File: config.mk
export PLATFORM = sky130hd
export DESIGN_NAME = eth_bd_ram_access_flat
export DESIGN_NICKNAME = d
export VERILOG_FILES = /design/src/rtl/eth_bd_ram_access_if.sv /design/src/rtl/eth_bd_ram_access.sv /design/src/flat_wrapper.sv
export SDC_FILE = /design/constraint.sdc
export NUM_CORES = 1
export LEC_CHECK = 0
export ABC_CLOCK_PERIOD_IN_PS = 2600
export CORE_MARGIN = 5
export CORE_UTILIZATION = 35
export CTS_BUF_LIST = sky130_fd_sc_hd__clkbuf_2
export CTS_CLUSTER_DIAMETER = 150
export DETAILED_ROUTE_END_ITERATION = 8
export GPL_ROUTABILITY_DRIVEN = 0
export GPL_TIMING_DRIVEN = 0
export PLACE_DENSITY_LB_ADDON = 0.12
export SLEW_MARGIN = 0
export SYNTH_ARGS = -nofsm -noshare
export SYNTH_HDL_FRONTEND = slang
export SYNTH_SLANG_ARGS = --single-unit
File: constraint.sdc
create_clock -name clk -period 2.6 [get_ports clk]
set_clock_uncertainty 0.15 [all_clocks]
set_input_delay 0.65 -clock clk [delete_from_list [all_inputs] [get_ports clk]]
set_output_delay 0.65 -clock clk [all_outputs]
set_load 0.05 [all_outputs]
File: src/rtl/eth_bd_ram_access_if.sv
// rtl/eth_bd_ram_access_if.sv - request, completion and BD RAM pin bundle for eth_bd_ram_access
// Purpose: carries the TX/RX descriptor request handshakes, the completion bus and the
//          single-port BD RAM pins between the BD engines, the requester and the RAM.
// Signals: tx_*/rx_*   request handshake + operation fields from each BD engine
//          rsp_*       one-cycle completion pulse with read data
//          ram_*       ce/we/oe/addr/di toward the RAM, dato back from it
// Modports: slave  = eth_bd_ram_access itself
//           master = the surrounding engines and RAM
interface eth_bd_ram_access_if;
   logic        tx_req;
   logic        tx_ready;
   logic [6:0]  tx_idx;
   logic        tx_wr;
   logic [3:0]  tx_be;
   logic [31:0] tx_wdata;

   logic        rx_req;
   logic        rx_ready;
   logic [6:0]  rx_idx;
   logic        rx_wr;
   logic [3:0]  rx_be;
   logic [31:0] rx_wdata;

   logic        rsp_valid;
   logic        rsp_src;
   logic        rsp_wr;
   logic [31:0] rsp_status;
   logic [31:0] rsp_ptr;

   logic        ram_ce;
   logic [3:0]  ram_we;
   logic        ram_oe;
   logic [7:0]  ram_addr;
   logic [31:0] ram_di;
   logic [31:0] ram_dato;

   modport slave (
      input  tx_req, tx_idx, tx_wr, tx_be, tx_wdata,
      output tx_ready,
      input  rx_req, rx_idx, rx_wr, rx_be, rx_wdata,
      output rx_ready,
      output rsp_valid, rsp_src, rsp_wr, rsp_status, rsp_ptr,
      output ram_ce, ram_we, ram_oe, ram_addr, ram_di,
      input  ram_dato
   );

   modport master (
      output tx_req, tx_idx, tx_wr, tx_be, tx_wdata,
      input  tx_ready,
      output rx_req, rx_idx, rx_wr, rx_be, rx_wdata,
      input  rx_ready,
      input  rsp_valid, rsp_src, rsp_wr, rsp_status, rsp_ptr,
      input  ram_ce, ram_we, ram_oe, ram_addr, ram_di,
      output ram_dato
   );
endinterface

File: src/rtl/eth_bd_ram_access.sv
// rtl/eth_bd_ram_access.sv - TX/RX arbiter and access sequencer for the 256x32 BD RAM
// Purpose: grants one of the TX/RX descriptor engines at a time (round robin on ties),
//          reads a full descriptor (status at 2*idx, pointer at 2*idx+1) or writes the
//          status word with byte enables, and reports completion with a one-cycle pulse.
// Ports:   clk       rising-edge clock
//          rst       synchronous reset, active high
//          bus       eth_bd_ram_access_if.slave: tx_*/rx_* requests, rsp_* completion,
//                    ram_* pins toward the single-port BD RAM
// Params:  RX_FIRST  0 = TX wins the first tie after reset, 1 = RX wins it
module eth_bd_ram_access #(
   parameter bit RX_FIRST = 1'b0
) (
   input  logic                  clk,
   input  logic                  rst,
   eth_bd_ram_access_if.slave    bus
);

   typedef enum logic [2:0] {
      IDLE = 3'd0,
      RD_S = 3'd1,
      RD_P = 3'd2,
      RD_E = 3'd3,
      WR   = 3'd4
   } state_t;

   state_t      state_q, state_d;

   // Last granted source: 1 = RX, 0 = TX. The other side wins the next tie.
   logic        last_rx_q, last_rx_d;

   // Latched operation fields of the granted request
   logic        src_q, src_d;
   logic [6:0]  idx_q, idx_d;
   logic        wr_q, wr_d;
   logic [3:0]  be_q, be_d;
   logic [31:0] wdata_q, wdata_d;

   // Status word is parked here so rsp_status only moves when the whole read completes
   logic [31:0] stat_tmp_q, stat_tmp_d;

   logic        rsp_valid_q, rsp_valid_d;
   logic        rsp_src_q, rsp_src_d;
   logic        rsp_wr_q, rsp_wr_d;
   logic [31:0] rsp_status_q, rsp_status_d;
   logic [31:0] rsp_ptr_q, rsp_ptr_d;

   logic        ram_ce_q, ram_ce_d;
   logic [3:0]  ram_we_q, ram_we_d;
   logic        ram_oe_q, ram_oe_d;
   logic [7:0]  ram_addr_q, ram_addr_d;
   logic [31:0] ram_di_q, ram_di_d;

   logic        tx_grant;
   logic        rx_grant;
   logic        ram_sample;

   // Read data is only trusted while this block itself enables the RAM output
   assign ram_sample = ram_oe_q & ram_ce_q;

   // Arbitration: grants are offered only in IDLE and never while reset is asserted
   always_comb begin
      tx_grant = 1'b0;
      rx_grant = 1'b0;
      if ((state_q == IDLE) && !rst) begin
         if (bus.tx_req && (!bus.rx_req || last_rx_q)) begin
            tx_grant = 1'b1;
         end else if (bus.rx_req) begin
            rx_grant = 1'b1;
         end
      end
   end

   assign bus.tx_ready = tx_grant;
   assign bus.rx_ready = rx_grant;

   // Next state, latched fields and completion bus
   always_comb begin
      state_d      = state_q;
      last_rx_d    = last_rx_q;
      src_d        = src_q;
      idx_d        = idx_q;
      wr_d         = wr_q;
      be_d         = be_q;
      wdata_d      = wdata_q;
      stat_tmp_d   = stat_tmp_q;
      rsp_valid_d  = 1'b0;
      rsp_src_d    = rsp_src_q;
      rsp_wr_d     = rsp_wr_q;
      rsp_status_d = rsp_status_q;
      rsp_ptr_d    = rsp_ptr_q;

      case (state_q)
         IDLE: begin
            if (tx_grant || rx_grant) begin
               src_d     = rx_grant;
               last_rx_d = rx_grant;
               idx_d     = rx_grant ? bus.rx_idx   : bus.tx_idx;
               wr_d      = rx_grant ? bus.rx_wr    : bus.tx_wr;
               be_d      = rx_grant ? bus.rx_be    : bus.tx_be;
               wdata_d   = rx_grant ? bus.rx_wdata : bus.tx_wdata;
               state_d   = wr_d ? WR : RD_S;
            end
         end
         RD_S: begin
            state_d = RD_P;
         end
         RD_P: begin
            // dato now holds the status word addressed during RD_S
            if (ram_sample) begin
               stat_tmp_d = bus.ram_dato;
            end
            state_d = RD_E;
         end
         RD_E: begin
            // dato now holds the pointer word addressed during RD_P
            if (ram_sample) begin
               rsp_status_d = stat_tmp_q;
               rsp_ptr_d    = bus.ram_dato;
            end
            rsp_valid_d = 1'b1;
            rsp_src_d   = src_q;
            rsp_wr_d    = 1'b0;
            state_d     = IDLE;
         end
         WR: begin
            rsp_valid_d = 1'b1;
            rsp_src_d   = src_q;
            rsp_wr_d    = 1'b1;
            state_d     = IDLE;
         end
         default: begin
            state_d = IDLE;
         end
      endcase
   end

   // RAM pins for the coming cycle are decoded from the next state, so the
   // registered outputs line up with the state they belong to.
   always_comb begin
      ram_ce_d   = 1'b0;
      ram_we_d   = 4'b0000;
      ram_oe_d   = 1'b0;
      ram_addr_d = ram_addr_q;
      ram_di_d   = ram_di_q;

      case (state_d)
         RD_S: begin
            ram_ce_d   = 1'b1;
            ram_addr_d = {idx_d, 1'b0};
         end
         RD_P, RD_E: begin
            ram_ce_d   = 1'b1;
            ram_oe_d   = 1'b1;
            ram_addr_d = {idx_d, 1'b1};
         end
         WR: begin
            ram_ce_d   = 1'b1;
            ram_we_d   = be_d;
            ram_addr_d = {idx_d, 1'b0};
            ram_di_d   = wdata_d;
         end
         default: begin
            ram_ce_d = 1'b0;
         end
      endcase
   end

   always_ff @(posedge clk) begin
      if (rst) begin
         state_q      <= IDLE;
         last_rx_q    <= ~RX_FIRST;
         src_q        <= 1'b0;
         idx_q        <= 7'd0;
         wr_q         <= 1'b0;
         be_q         <= 4'b0000;
         wdata_q      <= 32'd0;
         stat_tmp_q   <= 32'd0;
         rsp_valid_q  <= 1'b0;
         rsp_src_q    <= 1'b0;
         rsp_wr_q     <= 1'b0;
         rsp_status_q <= 32'd0;
         rsp_ptr_q    <= 32'd0;
         ram_ce_q     <= 1'b0;
         ram_we_q     <= 4'b0000;
         ram_oe_q     <= 1'b0;
         ram_addr_q   <= 8'd0;
         ram_di_q     <= 32'd0;
      end else begin
         state_q      <= state_d;
         last_rx_q    <= last_rx_d;
         src_q        <= src_d;
         idx_q        <= idx_d;
         wr_q         <= wr_d;
         be_q         <= be_d;
         wdata_q      <= wdata_d;
         stat_tmp_q   <= stat_tmp_d;
         rsp_valid_q  <= rsp_valid_d;
         rsp_src_q    <= rsp_src_d;
         rsp_wr_q     <= rsp_wr_d;
         rsp_status_q <= rsp_status_d;
         rsp_ptr_q    <= rsp_ptr_d;
         ram_ce_q     <= ram_ce_d;
         ram_we_q     <= ram_we_d;
         ram_oe_q     <= ram_oe_d;
         ram_addr_q   <= ram_addr_d;
         ram_di_q     <= ram_di_d;
      end
   end

   assign bus.rsp_valid  = rsp_valid_q;
   assign bus.rsp_src    = rsp_src_q;
   assign bus.rsp_wr     = rsp_wr_q;
   assign bus.rsp_status = rsp_status_q;
   assign bus.rsp_ptr    = rsp_ptr_q;
   assign bus.ram_ce     = ram_ce_q;
   assign bus.ram_we     = ram_we_q;
   assign bus.ram_oe     = ram_oe_q;
   assign bus.ram_addr   = ram_addr_q;
   assign bus.ram_di     = ram_di_q;

endmodule

File: src/flat_wrapper.sv
// flat-port wrapper written by rule: the top's interface ports become plain ports
module eth_bd_ram_access_flat 
#(
   parameter bit RX_FIRST = 1'b0
)
  (clk, rst, bus_tx_req, bus_tx_idx, bus_tx_wr, bus_tx_be, bus_tx_wdata, bus_tx_ready, bus_rx_req, bus_rx_idx, bus_rx_wr, bus_rx_be, bus_rx_wdata, bus_rx_ready, bus_rsp_valid, bus_rsp_src, bus_rsp_wr, bus_rsp_status, bus_rsp_ptr, bus_ram_ce, bus_ram_we, bus_ram_oe, bus_ram_addr, bus_ram_di, bus_ram_dato);
  eth_bd_ram_access_if bus_i ();
  input  logic clk;
  input  logic rst;
  input wire logic [$bits(bus_i.tx_req)-1:0] bus_tx_req;
  input wire logic [$bits(bus_i.tx_idx)-1:0] bus_tx_idx;
  input wire logic [$bits(bus_i.tx_wr)-1:0] bus_tx_wr;
  input wire logic [$bits(bus_i.tx_be)-1:0] bus_tx_be;
  input wire logic [$bits(bus_i.tx_wdata)-1:0] bus_tx_wdata;
  output wire logic [$bits(bus_i.tx_ready)-1:0] bus_tx_ready;
  input wire logic [$bits(bus_i.rx_req)-1:0] bus_rx_req;
  input wire logic [$bits(bus_i.rx_idx)-1:0] bus_rx_idx;
  input wire logic [$bits(bus_i.rx_wr)-1:0] bus_rx_wr;
  input wire logic [$bits(bus_i.rx_be)-1:0] bus_rx_be;
  input wire logic [$bits(bus_i.rx_wdata)-1:0] bus_rx_wdata;
  output wire logic [$bits(bus_i.rx_ready)-1:0] bus_rx_ready;
  output wire logic [$bits(bus_i.rsp_valid)-1:0] bus_rsp_valid;
  output wire logic [$bits(bus_i.rsp_src)-1:0] bus_rsp_src;
  output wire logic [$bits(bus_i.rsp_wr)-1:0] bus_rsp_wr;
  output wire logic [$bits(bus_i.rsp_status)-1:0] bus_rsp_status;
  output wire logic [$bits(bus_i.rsp_ptr)-1:0] bus_rsp_ptr;
  output wire logic [$bits(bus_i.ram_ce)-1:0] bus_ram_ce;
  output wire logic [$bits(bus_i.ram_we)-1:0] bus_ram_we;
  output wire logic [$bits(bus_i.ram_oe)-1:0] bus_ram_oe;
  output wire logic [$bits(bus_i.ram_addr)-1:0] bus_ram_addr;
  output wire logic [$bits(bus_i.ram_di)-1:0] bus_ram_di;
  input wire logic [$bits(bus_i.ram_dato)-1:0] bus_ram_dato;
  assign bus_i.tx_req = bus_tx_req;
  assign bus_i.tx_idx = bus_tx_idx;
  assign bus_i.tx_wr = bus_tx_wr;
  assign bus_i.tx_be = bus_tx_be;
  assign bus_i.tx_wdata = bus_tx_wdata;
  assign bus_tx_ready = bus_i.tx_ready;
  assign bus_i.rx_req = bus_rx_req;
  assign bus_i.rx_idx = bus_rx_idx;
  assign bus_i.rx_wr = bus_rx_wr;
  assign bus_i.rx_be = bus_rx_be;
  assign bus_i.rx_wdata = bus_rx_wdata;
  assign bus_rx_ready = bus_i.rx_ready;
  assign bus_rsp_valid = bus_i.rsp_valid;
  assign bus_rsp_src = bus_i.rsp_src;
  assign bus_rsp_wr = bus_i.rsp_wr;
  assign bus_rsp_status = bus_i.rsp_status;
  assign bus_rsp_ptr = bus_i.rsp_ptr;
  assign bus_ram_ce = bus_i.ram_ce;
  assign bus_ram_we = bus_i.ram_we;
  assign bus_ram_oe = bus_i.ram_oe;
  assign bus_ram_addr = bus_i.ram_addr;
  assign bus_ram_di = bus_i.ram_di;
  assign bus_i.ram_dato = bus_ram_dato;
  eth_bd_ram_access #(.RX_FIRST(RX_FIRST)) u_core (.clk(clk), .rst(rst), .bus(bus_i));
endmodule
### Floorplan with the power grid

Scale bar: 50 µm. Pins as bars on the die edge.
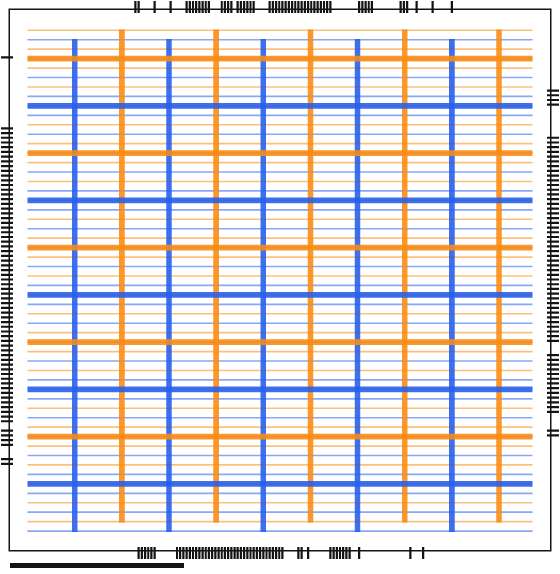
| colour | net |
|---|---|
| orange | VDD |
| blue | VSS |
rows: 53
met4 straps: 10
signal pins: 239
worst ir drop on vdd: 0.000271 V
Die W: 155 µm
area of the core: 21000 µm²

==> flow_metrics.env <==
# yosys + openroad results
export IMPL_ys_sh_aoi=0.185
export IMPL_slew_viol_final=0
export IMPL_numSynthFlops=193
export IMPL_placed_cells_incl_taps=1334
export IMPL_violations="setup timing"
export IMPL_tool_warnings=29
export IMPL_clk_latency_ps=750
export IMPL_crit_path_end_kind="output port"
export IMPL_synth_xor_area_share=0.00118
export IMPL_drc=0
export IMPL_worstPathArrival_ps=2040
export IMPL_ff2ff_path_depth=5
export IMPL_simple_gate_area_frac=0.193
export IMPL_gr_total_overflow=0
export IMPL_power_mw=6.29
export IMPL_dp_slack_ps=-1240
export IMPL_dr_pass1_iters=8
export IMPL_top_cell_area_share=0.522
export IMPL_cts_resized_gates=160
export IMPL_cts_sinks=193
export IMPL_routed_top_layer="met4"
export IMPL_grt_pass1_wl_mm=35.5
export IMPL_grtUsageMet3=0.0631
export IMPL_p_leak_nw=3.82
export IMPL_ys_types=35
export IMPL_r2r_start="u_core.state_q[0]"
export IMPL_fp_nets=946
export IMPL_detail_route_antenna_nets=0
export IMPL_synth_area_top_cells="dfxtp_1 52%, nand2_1 10%, a21oi_1 7.2%"
export IMPL_top_cell="nand2_1"
export IMPL_syn_mean_instance_area_um2=9.01
export IMPL_post_route_period_util=1.09
export IMPL_cts_inserted_buffers=17
export IMPL_netlist_top_cells_count="201 x nand2_1, 193 x dfxtp_1, 106 x a21oi_1"
export IMPL_powerDensity_nw_per_um2=630
export IMPL_drt_iter0_drc=368
export IMPL_routed_wl_met2_mm=10.4
export IMPL_whs_ps=131
export IMPL_min_period_ps=2840
export IMPL_cts_root_buf="clkbuf_2"
export IMPL_mux_share=0.0500
export IMPL_cp_max_fo=4
export IMPL_avgRoutedWirePerCell_um=16.5
export IMPL_wl_met3_mm=1.67
export IMPL_max_freq_mhz=353
export IMPL_vias_per_cell=4.81
export IMPL_startpoint_type="register"
export IMPL_grt_pass1_vias=6540
export IMPL_cts_tree="built"
export IMPL_grt_busiest_layer="met2"
export IMPL_min_from="rst"
export IMPL_rsz0062_at_grt="yes"
export IMPL_slew_headroom=0.426
export IMPL_ys_seq_share=0.522
export IMPL_yosysWarnings=0
export IMPL_run_status="finished with violations"
export IMPL_drt_wl_total_mm=22.6
export IMPL_chip_area_um2=24200
export IMPL_drive_above_1_share=0.180
export IMPL_finalHoldViolCount=0
export IMPL_ios=239
export IMPL_ys_cells=822
export IMPL_met1_usage=0.235
export IMPL_ctsHoldBuffers=0
export IMPL_setup_viol=2
export IMPL_syn_inst=822
export IMPL_post_dp_hpwl_mm=16.8
export IMPL_rr_endpoint="u_core.bus.ram_di[17]"
export IMPL_post_cts_buffers=6
export IMPL_crit_type="register to output port"
export IMPL_fa_ha_area_frac=0
export IMPL_synthFlopType="dfxtp_1"
export IMPL_edf_count=0
export IMPL_synthesis_area_um2=7400
export IMPL_ys_top_logic_family="simple AND/OR/NAND/NOR gates"
export IMPL_synth_async_sr_flop_share=0
export IMPL_synth_area_leader_cell="dfxtp_1"
export IMPL_antenna_found_initial=1
export IMPL_wl_met1_mm=10.3
export IMPL_yosys_stat_area_um2=7400
export IMPL_port_buffers=237
export IMPL_drv_cap=0
export IMPL_timing_final_ws_setup_ps=-235
export IMPL_ctsLongestPathBuffers=2
export IMPL_cp_startpoint="u_core.state_q[1]"
export IMPL_setup_tns_ps=-415
export IMPL_grt_max_degree=20
export IMPL_num_fill_cells=2140
export IMPL_rrSetupSlack_ps=210
export IMPL_final_cell_count_no_fill=1367
### Cells coloured by class

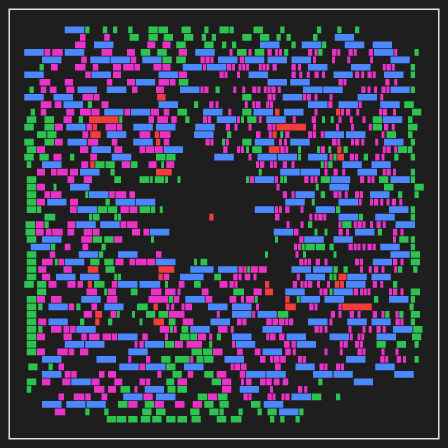
| colour | class | cells |
|---|---|---|
| magenta | all other logic | 556 |
| green | other buffers and delay cells | 309 |
| blue | flip-flops | 193 |
| red | clock drivers and dummy loads | 32 |
Seq/total area: 0.388
Placement Rows: 53
final instance area: 9990 µm²
Finished Core Util: 0.477

[flip-flops by register name, summed over array words and instances (netlist names), 3 cells and up]
| register | flops |
|---|---|
| u_core.bus.rsp_ptr | 32 |
| u_core.stat_tmp_q | 32 |
| u_core.idx_q | 7 |
| u_core.wdata_q | 32 |
| u_core.bus.rsp_status | 32 |
| u_core.state_q | 3 |
| u_core.bus.ram_we | 4 |
| u_core.bus.ram_di | 32 |
| u_core.be_q | 4 |
| u_core.bus.ram_addr | 8 |
[placed cells by master, fill, tap and decap left out, drive strengths merged]
cell type,instances
o32a,12
a21bo,1
nand3b,1
or4,1
diode,2
or2,1
clkinv,4
a2bb2oi,33
o22ai,18
mux2i,1
and3b,1
clkdlybuf4s50,122
nor2,22
nor3,6
nor4,2
buf,21
o21ai,1
and2b,10
o21bai,1
clkinvlp,2
nand2,201
nor3b,3
inv,11
or3b,1
dlygate4sd2,2
clkbuf,168
mux2,32
nor2b,55
dfxtp,193
o32ai,34
xor2,1
clkdlybuf4s15,13
bufinv,3
a21oi,106
and3,7
[power by group]
part	internal (mW)	switching, mW	total [mW]
Clock	0.594	1.15	1.74
Combinational	0.573	0.764	1.34
Sequential	3.14	0.0734	3.22
Total	4.31	1.99	6.29
[cell type report]
cell class	instances	area [µm²]	area share
sequential	193	3870	0.388
inverter	5	18.8	0.00188
multi-input combinational	551	3210	0.321
antenna	2	5.00	0.000501
timing repair buffer	243	1930	0.193
clock inverter	15	220	0.0220
clock buffer	17	85.1	0.00851
buffer	66	307	0.0307
tap	275	344	0.0344
[critical path, cell delays in order, from the launching register on]
cell,delay [ps]
dfxtp_4,400
or4_4,560
nor3_4,160
buf_6,190
Power and IR drop assume default switching activity.
